File: src/rtl/debug_dump_tx.sv
//----------------------------------------------------------------------------
// debug_dump_tx : snapshots PC and register 0, sends them as a UART 8N1 frame.
// Optional sync header 0xA5 enabled by defining DEBUG_DUMP_HEADER_EN.
// Revision: 1.0
//----------------------------------------------------------------------------
`default_nettype none
`timescale 1ns/1ps

module debug_dump_tx #(
  parameter int CLKS_PER_BIT = 5208
) (
  input  logic        clk,
  input  logic        rst_n,
  input  logic        start,
  input  logic [31:0] inPc,
  input  logic [31:0] inRegistro0,
  output logic        tx,
  output logic        busy,
  output logic        done
);

  typedef enum logic [1:0] {IDLE, START, DATA, STOP} state_t;

  localparam logic [15:0] BAUD_LAST = 16'(CLKS_PER_BIT - 1);
`ifdef DEBUG_DUMP_HEADER_EN
  localparam logic [3:0]  LAST_BYTE = 4'd8;
  localparam logic [7:0]  SYNC_BYTE = 8'hA5;
`else
  localparam logic [3:0]  LAST_BYTE = 4'd7;
`endif

  state_t      state;
  logic [15:0] baud;
  logic [2:0]  bit_idx;
  logic [3:0]  byte_idx;
  logic [63:0] snapshot;

  logic [2:0]  data_idx;
  logic [63:0] shifted;
  logic [7:0]  cur_byte;
  logic        bit_end;

  // Byte being sent: snapshot bytes go out most-significant first.
  always_comb begin
`ifdef DEBUG_DUMP_HEADER_EN
    data_idx = byte_idx[2:0] - 3'd1;
`else
    data_idx = byte_idx[2:0];
`endif
    shifted  = snapshot << {data_idx, 3'b000};
    cur_byte = shifted[63:56];
`ifdef DEBUG_DUMP_HEADER_EN
    if (byte_idx == 4'd0) begin
      cur_byte = SYNC_BYTE;
    end
`endif
    bit_end = (baud == BAUD_LAST);
  end

  always_ff @(posedge clk or negedge rst_n) begin
    if (!rst_n) begin
      state    <= IDLE;
      baud     <= 16'd0;
      bit_idx  <= 3'd0;
      byte_idx <= 4'd0;
      snapshot <= 64'd0;
      tx       <= 1'b1;
      busy     <= 1'b0;
      done     <= 1'b0;
    end else begin
      done <= 1'b0;
      case (state)
        IDLE: begin
          baud <= 16'd0;
          tx   <= 1'b1;
          if (start) begin
            snapshot <= {inPc, inRegistro0};
            byte_idx <= 4'd0;
            bit_idx  <= 3'd0;
            tx       <= 1'b0;
            busy     <= 1'b1;
            state    <= START;
          end
        end
        START: begin
          if (bit_end) begin
            baud    <= 16'd0;
            bit_idx <= 3'd0;
            tx      <= cur_byte[0];
            state   <= DATA;
          end else begin
            baud <= baud + 16'd1;
          end
        end
        DATA: begin
          if (bit_end) begin
            baud <= 16'd0;
            if (bit_idx == 3'd7) begin
              tx    <= 1'b1;
              state <= STOP;
            end else begin
              bit_idx <= bit_idx + 3'd1;
              tx      <= cur_byte[bit_idx + 3'd1];
            end
          end else begin
            baud <= baud + 16'd1;
          end
        end
        STOP: begin
          if (bit_end) begin
            baud <= 16'd0;
            if (byte_idx < LAST_BYTE) begin
              byte_idx <= byte_idx + 4'd1;
              tx       <= 1'b0;
              state    <= START;
            end else begin
              busy  <= 1'b0;
              done  <= 1'b1;
              state <= IDLE;
            end
          end else begin
            baud <= baud + 16'd1;
          end
        end
        default: state <= IDLE;
      endcase
    end
  end

endmodule

`default_nettype wire

File: config.mk
export PLATFORM = sky130hd
export DESIGN_NAME = debug_dump_tx
export DESIGN_NICKNAME = d
export VERILOG_FILES = /design/src/rtl/debug_dump_tx.sv
export SDC_FILE = /design/constraint.sdc
export NUM_CORES = 1
export LEC_CHECK = 0
export CAP_MARGIN = 10
export CORE_ASPECT_RATIO = 1.1
export CORE_MARGIN = 5
export CORE_UTILIZATION = 48
export CTS_CLUSTER_SIZE = 14
export DETAILED_ROUTE_END_ITERATION = 7
export PLACE_DENSITY = 0.76
export SETUP_SLACK_MARGIN = 0.15
export SYNTH_ARGS = -nofsm -noshare
export SYNTH_HDL_FRONTEND = slang
export SYNTH_SLANG_ARGS = --single-unit
export TNS_END_PERCENT = 1
File: constraint.sdc
create_clock -name clk -period 1.87 [get_ports clk]
set_input_delay 0.4675 -clock clk [delete_from_list [all_inputs] [get_ports clk]]
set_output_delay 0.4675 -clock clk [all_outputs]
set_load 0.005 [all_outputs]
==> impl_metrics.toml <==
# implementation run metrics
[final_timing]
finalHoldViolations = 0
worst_slack_ns = 0.002595
setup_viol_count_final = 0
worst_slew_pin_slew_ns = 0.4207
rsz0062_at_grt = "yes"
tns_ns = 0
finalCritPeriodShare_pct = 99.86
max_slew_margin_pct = 71.66

[critical_path]
path_cells = "buf_6 -> mux4_2 -> mux2_2 -> nand3_2 -> a21oi_2 -> o311ai_2 -> a31oi_1"
cpPeakStageDelay_ns = 0.49
cp.depth = 7
required_ns = 2.15
crit_type = "flop to flop"
rr_startpoint = "byte_idx[0]$_DFFE_PN0P_"
critPathLaunchType = "flop"
crit_end = "tx$_DFFE_PN1P_"
cp_slowest_cell = "mux4_2"
setup.worst_path.start = "byte_idx[0]$_DFFE_PN0P_"

[routing]
post_drt_wl_per_cell_um = 16.07
vias_per_cell = 5.320
drtAntennaViolNets = 0
dr_total_vias = 2926
routed_wl_mm = 8.837
routed.top_layer = "met4"
drtIter0Drc = 107

[pwr]
power-top-group = "combinational logic"
p_leak_nw = 2.434
comb_power_mw = 3.46
sw_frac_of_total_pct = 31.49
power_density_nw_per_um2 = 1415
clockPowerShare_pct = 17.5
p_int_mw = 5.588
comb_power_share_pct = 42.4
pg_clk_mw = 1.42

[placement]
dp_hpwl_mm = 6.553
post_dp_cell_area_um2 = 5424
dp.cells = 529

[clocking]
cts_post_setup_buffers_inserted = 1
ctsHtreeMaxLevel = 3
clkLatencyLatePin_ns = 0.36
hold_buffers = 1
tritoncts = "built"
clk_pin_slew_worst_paths_ns = 0.10
root_buffer = "clkbuf_8"

[logic_synthesis]
yosys_cells = 332
netlist_logic_family_top = "multiplexers"
yosysTopAreaCellShare_pct = 51.82
synth_nets = 408
syn-mean-instance-area_um2 = 13.24
postSynthSeqShare_pct = 52.42
ys.flops = 92
ff_type = "dfrtp_1"

[finish]
nNetsFinal = 507
final_area_um2 = 5764
mostFrequentLayoutCell = "dfrtp_1"
lay_top_cells = "91 x dfrtp_1, 66 x mux2_2, 66 x clkdlybuf4s50_1"
nNonClkInverters = 8
num-multi-input-gates = 215
final_core_util_pct = 64.63
n_all_buffers = 105
top_regs = "snapshot: 64 flops, baud: 16 flops, byte_idx: 4 flops"
area_growth_pct = 31.18
seq-cell-share_pct = 39.96
combGateArea_um2 = 2052
design.seq.count = 92

[grt]
grt_max_degree = 59
met2_usage_pct = 29.16
antenna_found_initial = 0

[job]
tool_warnings = 33

[status]
run_status = "finished, final reports clean"

[floorplan]
rows = 36
fp_util_pct = 49.27

[min_path]
hold_class = "input pin to asynchronous set/reset pin"
### Supply network

Bar = 20 um. Pins as bars on the die edge. Tap cells in grey.
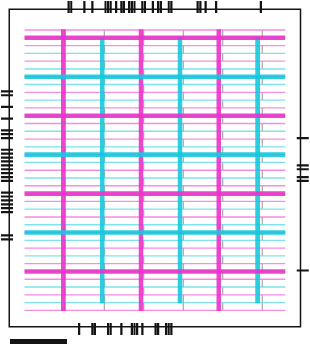
magenta -> VSS
cyan -> VDD
met4 straps = 6
rows = 36
Die Width: 101.2 um
core area: 8919 um^2
Worst IR Drop VDD: 0.7886 mV
chip height: 110.4 um

### Placement by cell class

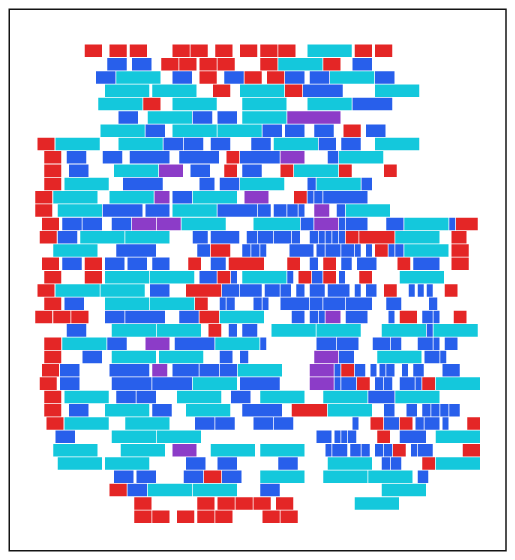
cyan -> sequential cells  # cells 92, share of their area 41%
blue -> combinational and other logic  # cells 223, share of their area 37%
red -> remaining buffers and delay cells  # cells 105, share of their area 18%
purple -> clock drivers and dummy loads  # cells 16, share of their area 3.9%

No activity file was given, so power comes from the tool's default toggle rates.
